==> config.mk <==
export PLATFORM = sky130hd
export DESIGN_NAME = sw_debounce_latch
export DESIGN_NICKNAME = d
export VERILOG_FILES = /design/src/rtl/sw_debounce_latch.sv
export SDC_FILE = /design/constraint.sdc
export NUM_CORES = 1
export LEC_CHECK = 0
export ABC_AREA = 1
export CAP_MARGIN = 5
export CORE_MARGIN = 2
export CORE_UTILIZATION = 35
export DETAILED_ROUTE_END_ITERATION = 12
export SKIP_CTS_REPAIR_TIMING = 1
export SYNTH_ARGS = -nofsm -noshare
export SYNTH_HDL_FRONTEND = slang
export SYNTH_SLANG_ARGS = --single-unit
==> constraint.sdc <==
create_clock -name clk -period 5.7 [get_ports clk]
set_input_delay 1.14 -clock clk [delete_from_list [all_inputs] [get_ports clk]]
set_output_delay 1.14 -clock clk [all_outputs]
set_load 0.01 [all_outputs]
run_1/route_heat.png
The bar under the picture is 50 µm long. 28 x 28 tiles, from dark purple (low) to yellow (high), scaled to the fullest tile. Values are wire area over tile area, all layers added.
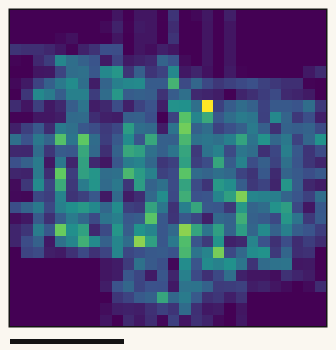
nearly empty tiles: 23%
fullest tile: 0.43
emptiest ninth of the die: north-east
Total Wirelength: 11100 µm
Global Route Usage Sum: 13.1%
Via Count: 4235

run_1/class_map.png
The bar under the picture is 50 µm long.
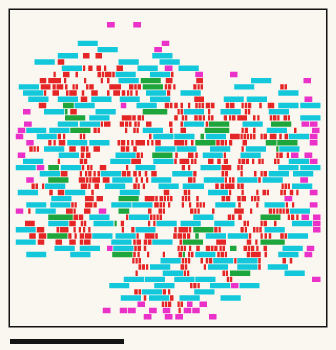
legend:
  cyan:
    class: sequential cells
    cells: 152
  red:
    class: remaining logic cells
    cells: 483
  green:
    class: clock drivers and dummy loads
    cells: 32
  magenta:
    class: remaining buffers and delay cells
    cells: 55
Util after Layout: 43.3%
post-route cell area: 7720 µm²
row cnt: 49
core area: 17800 µm²
fraction of area in registers: 49.3%

run_1/sizing.png
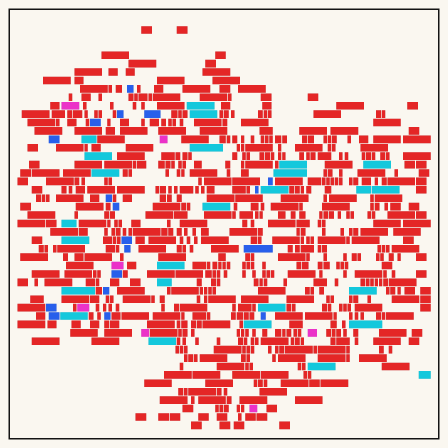
legend:
  red:
    size: x1 and smaller
    cells: 671
    share: 93%
    most_used: dfrtp_1
  magenta:
    size: x3 and x4
    cells: 7
    share: 0.97%
    most_used: buf_4
  cyan:
    size: x6 and larger
    cells: 26
    share: 3.6%
    most_used: clkbuf_16
  blue:
    size: x2
    cells: 18
    share: 2.5%
area delta synth->final: 22.2%
PnR worst setup slack: 2.57 ns
Non-clock buffers: 55

run_1/port_trees.png
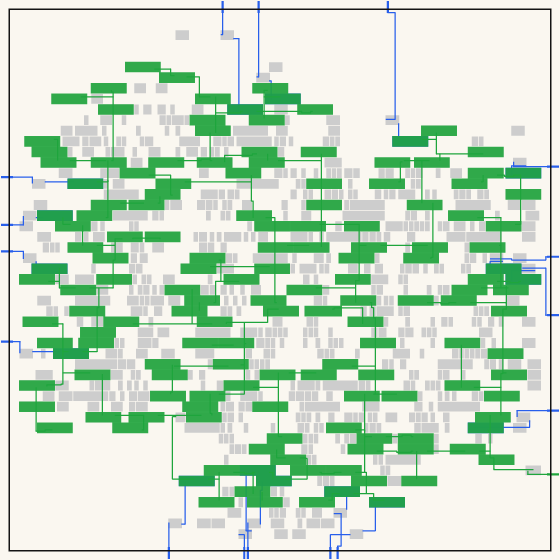
legend:
  green:
    port: `rst_n`
    direction: input
    edge: east
    end_cells: 152
    buffers: 2
    wire: 1070 µm
  blue:
    port: `sw_in`
    direction: input
    edge: 5 south, 4 east, 4 west, 3 north
    end_cells: 16
    buffers: 16
    wire: 313 µm
Top Ports: 53
IO Port Bufs: 52

==> CHANGELOG.md, run 1 <==
### Physical design

- Iteration-0 DRC Markers: around 200
- Slowest cell on crit path: buf_4
- Worst vdd ir: between 200 and 250 µV
- CP Depth: 17
- Most common logic cell in the routed design: dfrtp_1
- First-pass GRT wire length: 20200 µm
- Mean Syn Cell Area: just under 10 µm²
- Layout cells sized above 1: ~7.1%
- Top cell area share: between 50% and 60%
- Buf/Inv on CP: 2
- Post-synth cell types: 25
- Final GP Congestion: about 0.74
- Yosys stat cell total: about 650
- TritonCTS Sinks: about 150
- Synth area leader: dfrtp_1
- Final Power: 2.34 mW
- Status: finished clean
- Congestion Overflow GR: 0
- Vias in the first global route: 4215
- Net count after synthesis: roughly 700
- Synth top area cells: dfrtp_1 (60%), nand2_1 (8.6%), inv_1 (5.3%), o21ai_0 (4.1%), ha_1 (3.8%)
- Reg clk slew, reported paths: around 0.06 ns
- Synth warn: 0
- Reg power frac: 46.9%
- Vias/cell: 4.45
- Synthesized cell area: about 6300 µm²
- Worst stage delay on the critical path: ~0.43 ns
- ANT cells: 0
- Latency at later pin: ~0.42 ns
- Final worst path period need: ~3.1 ns
- Setup crit end kind: register
- Cts bufs inserted: 17
- DR pass1 iterations: 4
- Dpl cells: approximately 900
- Max Cap Viol: 0
- Final std cells w/o fill: 951
- Top Layout Cells: dfrtp_1 (151), nand2_1 (144), inv_1 (89), o21ai_0 (52), clkdlybuf4s50_1 (51)
- TNS Setup: 0 ns
- TritonCTS clock tree: built
- FF-to-FF setup slack: around 2.6 ns
- Leakage power: 3.57 nW
- EDFF count, synth: 0
- Comb power frac: under 10%
- Largest net degree at the start of global routing: approximately 110
- Post-synth regs: approximately 150
- Setup WS pre-CTS: 2.50 ns
- Normalized max-slew margin: a little over a third
- Avg WL per Cell: 11.7 µm
- Dpl cell area: roughly 7100 µm²
- Unrepaired setup endpoints after global routing: false
- Hold slack final: between 0.3 and 0.4 ns
- Hold depth: 0
- Pwr dens: slightly above 300 nW/µm²
- DIE AREA: ~19000 µm²
- Final ANT Viol Nets: 0
- Cell Chain, Critical Path: ha_1 -> nand3_1 -> nor2_1 -> nand3_2 -> nor2_2 -> nand2_1 -> nor3_1 -> ha_2 -> buf_4 -> inv_2 -> nor2_1 -> nand2_1 -> nand2_1 -> nor2_1 -> nand2_1 -> nor2_1 -> nand3_1
- Tool warnings: 28
- FF-to-FF path depth: 17
- Async S/R FF share, synth: 100%
- Switching share of power: approximately a fifth
- Max reg flops: roughly 48
- Crit path kind: reg -> reg
- Final setup fails: 0
- Chip Height: around 140 µm
- Fin. Hold Viols: 0
- Max Buffers Root-to-Sink: 2
- Yosys stat area: roughly 6300 µm²
- Die width: between 100 and 150 µm
- Hold Crit Class: reg -> reg
- Seq share, synth: between 60% and 70%
- Slew @ Worst Pin: ~0.95 ns
- Crit-path leading delay family: simple AND/OR/NAND/NOR gates
- Critical Path RT: between 6 and 7 ns
- Psw: about 0.45 mW
- DPL Wire Length: between 7000 and 8000 µm
- DRC Markers: 0
- Clock share of power: 51.1%
- Final period util: a little over half
- Commonest flop: dfrtp_1
- Final slew viol count: 0
- Pint: between 1.5 and 2 mW
- Peak Freq: ~0.32 GHz
- Fin nets: around 750
- Initial antenna violation count: 0
- CP arrival: 3.49 ns
- Clk_skew: 0.00968 ns
- CP Max Fanout: between 50 and 60
- Init Core Util: 35.4%
## run 1: synthesized netlist by cell type (5+ instances only)
cell,number
clkbuf_1,5
inv_1,89
nor3_1,5
nor2_2,5
nand2_1,144
xnor2_1,19
dfrtp_1,151
ha_1,19
o21ai_0,52
buf_2,6
nand3_2,5
o22ai_1,8
nand4_1,12
a21oi_1,14
xor2_1,18
nand3_1,31
nor2_1,48
o21a_1,7
## run 1: area by class of cell
cell class / instances / area (µm²) / share of cell area (%)
inverter: 90 / 338 / 4.37
tap: 229 / 287 / 3.71
sequential: 152 / 3800 / 49.3
multi-input combinational: 393 / 2120 / 27.4
clock buffer: 25 / 495 / 6.42
timing repair buffer: 55 / 544 / 7.05
clock inverter: 7 / 139 / 1.80
## run 1: power groups by stage
stage          sequential (mW)  clock (mW)  combinational, mW
5_1_grt                   1.10        1.27             0.0555
3_3_place_gp              1.12           0             0.0493
4_1_cts                   1.10        1.23             0.0490
3_5_place_dp              1.12           0             0.0491
2_1_floorplan             1.11           0             0.0114
6_report                  1.10        1.20             0.0464
## run 1: logic make-up (layout without fill, tap and decap cells)
| group | after synthesis | count (layout) | share of synthesized area (%) |
|---|---|---|---|
| fa+ha+maj | 19 | 19 | 3.76 |
| buf+inv | 103 | 177 | 6.36 |
| xor+xnor | 37 | 37 | 5.13 |
| simple gates | 256 | 256 | 17.7 |
| flops | 152 | 152 | 60.2 |
| compound gates | 81 | 81 | 6.85 |
## run 1: routing by layer
| layer | vias up | GRT usage (%) | share of wire, % |
|---|---|---|---|
| met3 | 19 | 3.88 | 4.5 |
| met5 | - | 0 | 0 |
| met1 | 1964 | 18.2 | 50 |
| met4 | 0 | 5.32 | 1.7 |
| met2 | 74 | 19.3 | 44 |
| li1 | 2178 | - | - |
run_1/congestion_map.png
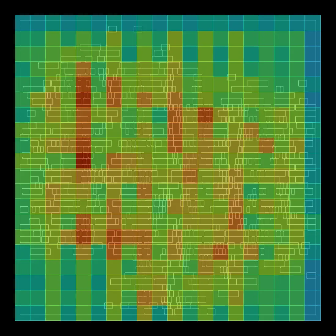

==> run 2: changes to the inputs <==
==> constraint.sdc (replaced) <==
create_clock -name clk -period 2.8 [get_ports clk]
set_input_delay 0.56 -clock clk [delete_from_list [all_inputs] [get_ports clk]]
set_output_delay 0.56 -clock clk [all_outputs]
set_load 0.01 [all_outputs]
run_2/congestion_map.png
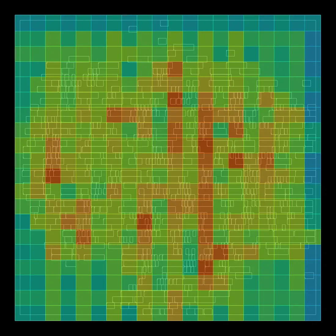
M2 GR Usage: 18.6%
grt met3 use: 4.30%

run_2/sizing.png
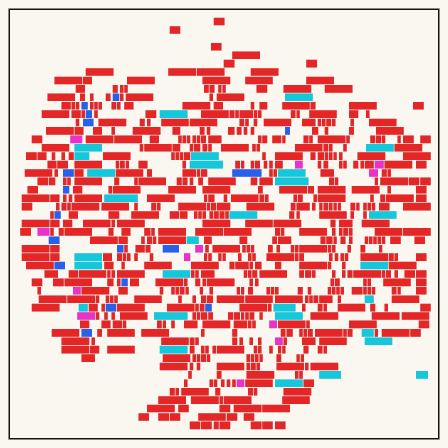
legend:
  blue:
    size: x2
    cells: 17
    share: 2.3%
    most_used: nor2_2
  red:
    size: x1 and smaller
    cells: 667
    share: 92%
    most_used: dfrtp_1
  magenta:
    size: x3 and x4
    cells: 12
    share: 1.7%
  cyan:
    size: x6 and larger
    cells: 29
    share: 4.0%
    most_used: clkbuf_16
Non-clock buffers: 58
post-route cell area: 7780 µm²
PnR worst setup slack: 0.364 ns

run_2/route_heat.png
The bar under the picture is 50 µm long. 28 x 28 tiles, from dark purple (low) to yellow (high), scaled to the fullest tile. Values are wire area over tile area, all layers added.
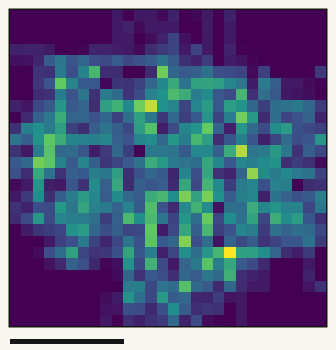
Via Count: 4232
Avg WL per Cell: 11.8 µm

==> run 2 against run 1 <==
Against the previous run: sequential share of layout area is 0.37 points lower; clock-buffer cell count is 6 lower; utilization is 0.33 points higher; highest routed layer unchanged.
==> CHANGELOG.md, run 2 <==
### Physical design

- Unrepaired setup endpoints after global routing: false
- FF-to-FF path depth: 15 (-2)
- WL met2: 4950 µm (+1.9%)
- Top cell area share: 59.8% (unchanged)
- Critical Path RT: 3.17 ns (-2.89 ns)
- IO Port Bufs: 52 (unchanged)
- Synth warn: 0 (unchanged)
- Synthesized cell area: 6320 µm² (unchanged)
- Peak Freq: 0.411 GHz (+29%)
- Util after Layout: 43.6% (+0.33 points)
- Complex Gates by Area: 6.85% (unchanged)
- Commonest flop: dfrtp_1
- Highest Signal Layer: met4
- ANT cells: 0 (unchanged)
- Dpl cell area: 7140 µm² (+0.67%)
- Setup crit end kind: register
- Die width: 138 µm (unchanged)
- Final GP Congestion: 0.769 (+4.1%)
- Buf/Inv on CP: 1 (-1)
- Latency at later pin: 0.43 ns (about the same)
- Largest net degree at the start of global routing: 64 (-41%)
- Hold slack final: 0.124 ns (-0.218 ns)
- Worst vdd ir: 450 µV (+100%)
- Vias/cell: 4.44 (-0.39%)
- Crit path kind: reg -> reg
- Fin. Hold Viols: 0 (unchanged)
- Async S/R FF share, synth: 100% (unchanged)
- Post-synth cell types: 25 (unchanged)
- Final period util: 87.0% (+32 points)
- Post-synth regs: 152 (unchanged)
- Dpl cells: 922 (+0.33%)
- Area delta synth->final: 23.1%
- Global Route Usage Sum: 12.9% (-0.24 points)
- Cell Chain, Critical Path: ha_1 -> nand3_1 -> nor2_1 -> nand3_2 -> nor2_2 -> nand2_1 -> nor3_1 -> ha_2 -> buf_6 -> nand2_1 -> nor2_1 -> nor2_1 -> nand2_1 -> nor2_1 -> nand3_1
- Max reg flops: 48 (unchanged)
- Worst stage delay on the critical path: 0.38 ns (-0.05 ns)
- Hold Crit Class: in -> async
- Yosys stat area: 6320 µm² (unchanged)
- Reg clk slew, reported paths: 0.06 ns (about the same)
- Logic family by area: simple AND/OR/NAND/NOR gates
- Tool warnings: 26 (-7.1%)
- Top Ports: 53 (unchanged)
- Pwr dens: 616 nW/µm² (+100%)
- Root buf cell: clkbuf_16
- Cts bufs inserted: 17 (unchanged)
- FF-to-FF setup slack: 0.36 ns (-2.20 ns)
- Synth top area cells: dfrtp_1 (60%), nand2_1 (8.6%), inv_1 (5.3%), o21ai_0 (4.1%), ha_1 (3.8%)
- Clk_skew: 0.00880 ns (-0.000875 ns)
- XOR/XNOR share of the synthesized area: 5.13% (unchanged)
- Metal-1 WL: 5670 µm (+2.4%)
- DRC Markers: 0 (unchanged)
- Layout cells sized above 1: 8.00% (+0.94 points)
- Max Cap Viol: 0 (unchanged)
- Status: finished clean
- Net count after synthesis: 686 (unchanged)
- Final ANT Viol Nets: 0 (unchanged)
- Final slew viol count: 0 (unchanged)
- Post-synth top cells: dfrtp_1 (151), nand2_1 (144), inv_1 (89)
- DR pass1 iterations: 4 (unchanged)
- CP arrival: 2.80 ns (-0.69 ns)
- Total Wirelength: 11300 µm (+1.6%)
- Mean Syn Cell Area: 9.75 µm² (unchanged)
- EDFF count, synth: 0 (unchanged)
- Initial antenna violation count: 0 (unchanged)
- TNS Setup: 0 ns (unchanged)
- CP Depth: 15 (-2)
- TritonCTS Sinks: 152 (unchanged)
- Synth area leader: dfrtp_1
- Chip Height: 138 µm (unchanged)
- Seq share, synth: 60.2% (unchanged)
- Core area: 17800 µm² (unchanged)
- Routed wl met3: 488 µm (-1.4%)
- Adder Share, Synth: 3.76% (unchanged)
- DPL Wire Length: 7720 µm (+4.0%)
- Fin nets: 750 (+0.40%)
- Most common logic cell in the routed design: dfrtp_1
- TritonCTS clock tree: built
- First-pass GRT wire length: 19700 µm (-2.4%)
- Top Layout Cells: dfrtp_1 (151), nand2_1 (144), inv_1 (89), o21ai_0 (52), clkdlybuf4s50_1 (51)
- Leakage power: 3.58 nW (+0.44%)
- Crit-path leading delay family: simple AND/OR/NAND/NOR gates
- Top-count cell post-synth: dfrtp_1
- Simple share: 17.7% (unchanged)
- Iteration-0 DRC Markers: 196 (-1.5%)
- Init Core Util: 35.4% (unchanged)
- Congestion Overflow GR: 0 (unchanged)
- DIE AREA: 19100 µm² (unchanged)
- Final worst path period need: 2.44 ns (-0.696 ns)
- Final std cells w/o fill: 954 (+0.32%)
## run 2: cell counts after synthesis
No cell type changed its count.
## run 2: logic make-up (layout without fill, tap and decap cells)
logic type | Yosys count | count (layout)
buffers and inverters | 103 | 180
adder cells (fa/ha/maj) | 19 | 19
AND-OR/OR-AND | 81 | 81
flip-flops | 152 | 152
AND/OR/NAND/NOR | 256 | 256
XOR/XNOR | 37 | 37
## run 2: metal layers
| layer | up-vias | GRT usage [%] |
|---|---|---|
| met5 | - | 0 |
| met2 | 54 | 18.6 |
| met3 | 11 | 4.30 |
| met1 | 1980 | 17.7 |
| met4 | 0 | 5.48 |
| li1 | 2187 | - |
## run 2: power breakdown
part,total [mW],internal [mW],switching [mW]
registers,2.23,2.22,0.0128
logic,0.102,0.0370,0.0650
clock network,2.46,1.53,0.929
## run 2: layout make-up
type	count	area, µm²
Clock buffer	19	443
Clock inverter	13	194
Fill cell	1689	10100
Inverter	90	340
Multi-Input combinational cell	393	2120
Sequential cell	152	3800
Tap cell	229	287
Timing Repair Buffer	58	596
No activity file was given, so power comes from the tool's default toggle rates.
